### config.mk
export PLATFORM = sky130hd
export DESIGN_NAME = ucdp_clk_div
export DESIGN_NICKNAME = d
export VERILOG_FILES = /design/src/rtl/ucdp_clk_div_pkg.sv /design/src/rtl/ucdp_clk_mux.sv /design/src/rtl/ucdp_clk_div.sv
export SDC_FILE = /design/constraint.sdc
export NUM_CORES = 1
export LEC_CHECK = 0
export ABC_AREA = 1
export CELL_PAD_IN_SITES_DETAIL_PLACEMENT = 1
export CELL_PAD_IN_SITES_GLOBAL_PLACEMENT = 1
export CORE_ASPECT_RATIO = 0.9
export CORE_MARGIN = 2
export CORE_UTILIZATION = 43
export CTS_BUF_LIST = sky130_fd_sc_hd__clkbuf_16
export DETAILED_ROUTE_END_ITERATION = 10
export PLACE_DENSITY_LB_ADDON = 0.2
export SYNTH_ARGS = -nofsm -noshare
export SYNTH_HDL_FRONTEND = slang
export SYNTH_SLANG_ARGS = --single-unit
### constraint.sdc
create_clock -name clk_i -period 5.1 [get_ports clk_i]
set_input_delay 1.02 -clock clk_i [delete_from_list [all_inputs] [get_ports clk_i]]
set_output_delay 1.02 -clock clk_i [all_outputs]
set_load 0.01 [all_outputs]
### src/rtl/ucdp_clk_div_pkg.sv
// Shared types and helpers for the programmable clock divider.
package ucdp_clk_div_pkg;

  typedef enum logic {
    IDLE = 1'b0,
    PEND = 1'b1
  } hs_state_e;

  // Number of high cycles in a period of ratio r: ceil(r/2).
  function automatic logic [31:0] hi_cnt(input logic [31:0] r);
    return (r + 32'd1) >> 1;
  endfunction

endpackage

### src/rtl/ucdp_clk_mux.sv
// Clock select cell: clk_o = sel_i ? clkb_i : clka_i. Kept as one cell for clock constraints.
module ucdp_clk_mux (
  input  logic clka_i,
  input  logic clkb_i,
  input  logic sel_i,
  output logic clk_o
);

  assign clk_o = sel_i ? clkb_i : clka_i;

endmodule

### src/rtl/ucdp_clk_div.sv
// Programmable integer clock divider (R = div_i + 1, R = 1 is bypass) with glitch-free ratio switching.
// Optional output gating via en_i when UCDP_CLK_DIV_GATE_EN is defined.
module ucdp_clk_div #(
  parameter int unsigned WIDTH       = 4,
  parameter int unsigned DEFAULT_DIV = 0
) (
  input  logic             clk_i,
  input  logic             rst_an_i,
  input  logic [WIDTH-1:0] div_i,
  input  logic             upd_i,
`ifdef UCDP_CLK_DIV_GATE_EN
  input  logic             en_i,
`endif
  output logic             busy_o,
  output logic             clk_en_o,
  output logic             clk_o
);
  import ucdp_clk_div_pkg::*;

  logic [WIDTH-1:0] cnt_q;
  logic [WIDTH-1:0] ratio_q;
  logic [WIDTH-1:0] pend_q;
  logic [WIDTH-1:0] cnt_next;
  logic [WIDTH-1:0] ratio_next;
  logic [WIDTH:0]   r_next;
  logic [WIDTH:0]   hi_next;
  hs_state_e        state_q;
  logic             busy_q;
  logic             div_q;
  logic             clk_en_q;
  logic             en_q;
  logic             en_next;
  logic             boundary;
  logic             div_next;
  logic             bypass_q;
  logic             clk_b;

`ifdef UCDP_CLK_DIV_GATE_EN
  logic en_lat;

  always_ff @(posedge clk_i or negedge rst_an_i) begin
    if (!rst_an_i) en_q <= 1'b1;
    else           en_q <= en_next;
  end

  // Bypass path gate: enable only changes while clk_i is low.
  always_latch begin
    if (!rst_an_i)   en_lat = 1'b1;
    else if (!clk_i) en_lat = en_q;
  end

  assign clk_b = clk_i & en_lat;
`else
  assign en_q  = 1'b1;
  assign clk_b = clk_i;
`endif

  // A parked divider treats every cycle as a boundary so en_i and pending ratios are still sampled.
  always_comb begin
    boundary   = (cnt_q == ratio_q) || !en_q;
    ratio_next = ratio_q;
    en_next    = en_q;
    cnt_next   = cnt_q + WIDTH'(1);
    if (boundary) begin
      cnt_next = '0;
      if (state_q == PEND) ratio_next = pend_q;
`ifdef UCDP_CLK_DIV_GATE_EN
      en_next = en_i;
`endif
    end
    r_next   = {1'b0, ratio_next} + (WIDTH+1)'(1);
    hi_next  = (WIDTH+1)'(hi_cnt(32'(r_next)));
    div_next = en_next && ({1'b0, cnt_next} < hi_next);
  end

  always_ff @(posedge clk_i or negedge rst_an_i) begin
    if (!rst_an_i) begin
      cnt_q    <= '0;
      ratio_q  <= WIDTH'(DEFAULT_DIV);
      pend_q   <= WIDTH'(DEFAULT_DIV);
      state_q  <= IDLE;
      busy_q   <= 1'b0;
      div_q    <= 1'b0;
      clk_en_q <= 1'b0;
    end else begin
      cnt_q    <= cnt_next;
      ratio_q  <= ratio_next;
      div_q    <= div_next;
      clk_en_q <= en_next && (cnt_next == '0);
      case (state_q)
        IDLE: begin
          if (upd_i) begin
            pend_q  <= div_i;
            state_q <= PEND;
            busy_q  <= 1'b1;
          end
        end
        PEND: begin
          // A request landing on the boundary stays pending; the older one is applied.
          if (upd_i) begin
            pend_q <= div_i;
          end else if (boundary) begin
            state_q <= IDLE;
            busy_q  <= 1'b0;
          end
        end
        default: begin
          state_q <= IDLE;
          busy_q  <= 1'b0;
        end
      endcase
    end
  end

  assign bypass_q = (ratio_q == '0);
  assign busy_o   = busy_q;
  assign clk_en_o = clk_en_q;

  ucdp_clk_mux u_clk_mux (
    .clka_i (div_q),
    .clkb_i (clk_b),
    .sel_i  (bypass_q),
    .clk_o  (clk_o)
  );

endmodule

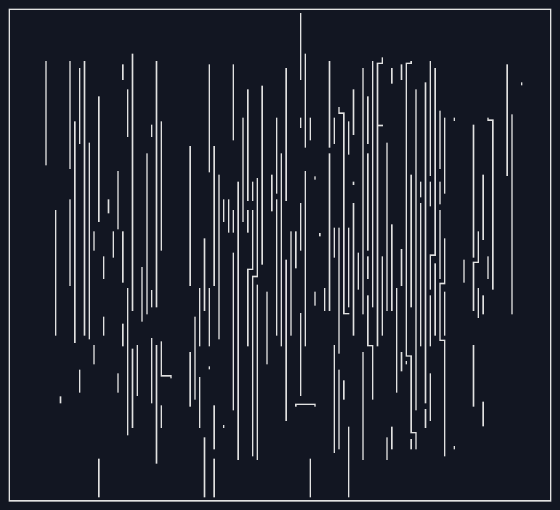
layer_met2.png
The wires run mostly vertical. The layer carries 1300 um of wire. The longest straight run is 30.6 um. The layer holds 51% of the routed length. 116 nets have wire on it.
Total Wirelength: 2570 um
met2 usage: 0.426
DR vias: 747

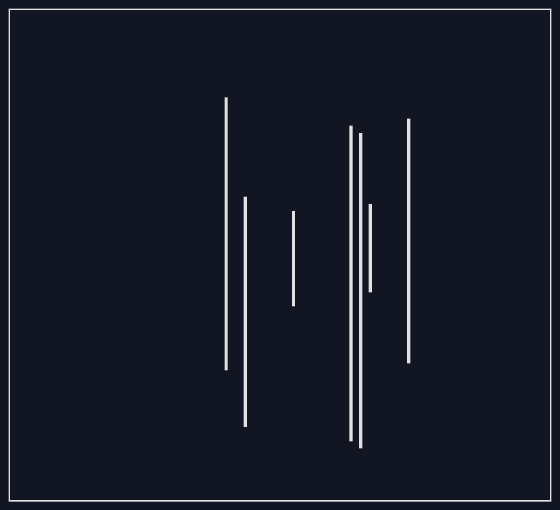
layer_met4.png
The wires run mostly vertical. 7 nets have wire on it. The layer holds 5.8% of the routed length. The layer carries 148 um of wire.

==> reports/results.txt <==
Most frequent cell after synthesis = nand2_1
R2R setup slack = 2770 ps
Avg Cell Area, Syn = 8.16 sq um
CTS tree = done
Worst endpoint required time = 4080 ps
Final Hold Fails = 0
First-pass GRT wire length = 4040 um
Die Ht = 46.9 um
Yosys reg bits = 16
# diodes = 0
R2R depth = 15
CTS Hold Buffers Added = 0
Combinational gate area = 400 sq um
GRT busiest layer = met2
Area delta synth->final = 31.3%
Main flop type = dfrtp_1
Drt via density = 5.01
Signal buffers = 8
Row count = 15
Max-area cell share = 0.455
# resized after CTS = 0
Max Fanout on Critical Path = 2
Met3 WL = 130 um
Yosys adder share = 0.0710
CP max-delay cell = clkdlybuf4s50_1
Top cell category = sequential cells
Pin count of the biggest net entering global routing = 17
Crit path launch type = clock port
Critical path arrival = 3530 ps
Initial drt markers = 11
Setup TNS Final = 0 ps
Power in combinational cells = 451 uW
Postcts setup bufs = 0
Cell area power density = 839 mW/mm^2
Post-synthesis cell count = 108
Port bufs = 9
Dpl cell area = 0.00100 sq mm
Relative slew slack = 0.508
Hold-critical path endpoint = pend_q[3]
Syn_nets = 120
Seq pwr share = 0.229
Final Power = 970 uW
R2r startpoint = cnt_q[1]
Stages on the worst setup path = 4
Post-synthesis sequential area ratio = 0.455
Buf/Inv on CP = 3
Fp_density = 0.456
Max stage delay on crit path = 480 ps
Finished Core Util = 0.598
Final std cells w/o fill = 149
Leading power group = combinational logic
Setup crit end kind = primary output
Post-Place Worst Slack = 827 ps
Simple-gate share of the synthesized area = 0.291
Power Sequential = 223 uW
Routed len/inst = 17.2 um
Cell total after placement = 142
Aoi/oai-family share of the synthesized area = 0.0597
Global Route Usage Sum = 0.263
Clock Pin Slew Worst Setup and Hold Paths = 50 ps
Hold path startpoint = pend_q[3]
Synthesized area = 881 sq um
Synth logic family = simple AND/OR/NAND/NOR gates
Pleak = 0.628 nW
R2r endpoint = div_q
Max VDD drop = 0.406 mV
Cell variety after synth = 20
I/O pins = 10
Top Layer Used = met4
Setup Viol. Count Final = 0
EDFF count, synth = 0
Mi-comb count = 71
Largest area contributor in the netlist = dfrtp_1
Biggest regs = cnt_q (4), pend_q (4), ratio_q (4)
Clock buffers = 7
Final slew viol count = 0
XORs/XNORs by Area = 0.0199
Async SR Flop Fraction = 1.00
Outcome = completed
Commonest cells post-synth = 34 x nand2_1, 16 x dfrtp_1, 13 x inv_1
Power share of the combinational group = 0.465
CP Cell Sequence = clkbuf_16, clkbuf_16, mux2_2, clkdlybuf4s50_1
Cell Int Power = 554 uW
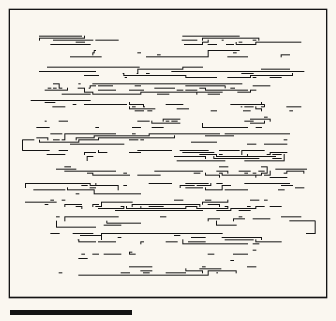
layer_met1.png
Scale bar: 20 um.
121 nets have wire on it. The longest straight run is 24.4 um. The layer holds 39% of the routed length. The layer carries 992 um of wire.
met1 Use GR: 0.267

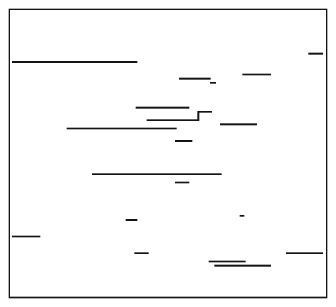
layer_met3.png
The longest straight run is 20.9 um. The wires run mostly horizontal. 10 nets have wire on it. The layer carries 130 um of wire. The layer holds 5.1% of the routed length.
met3 GRT Util: 0.102

Power and IR drop assume default switching activity.
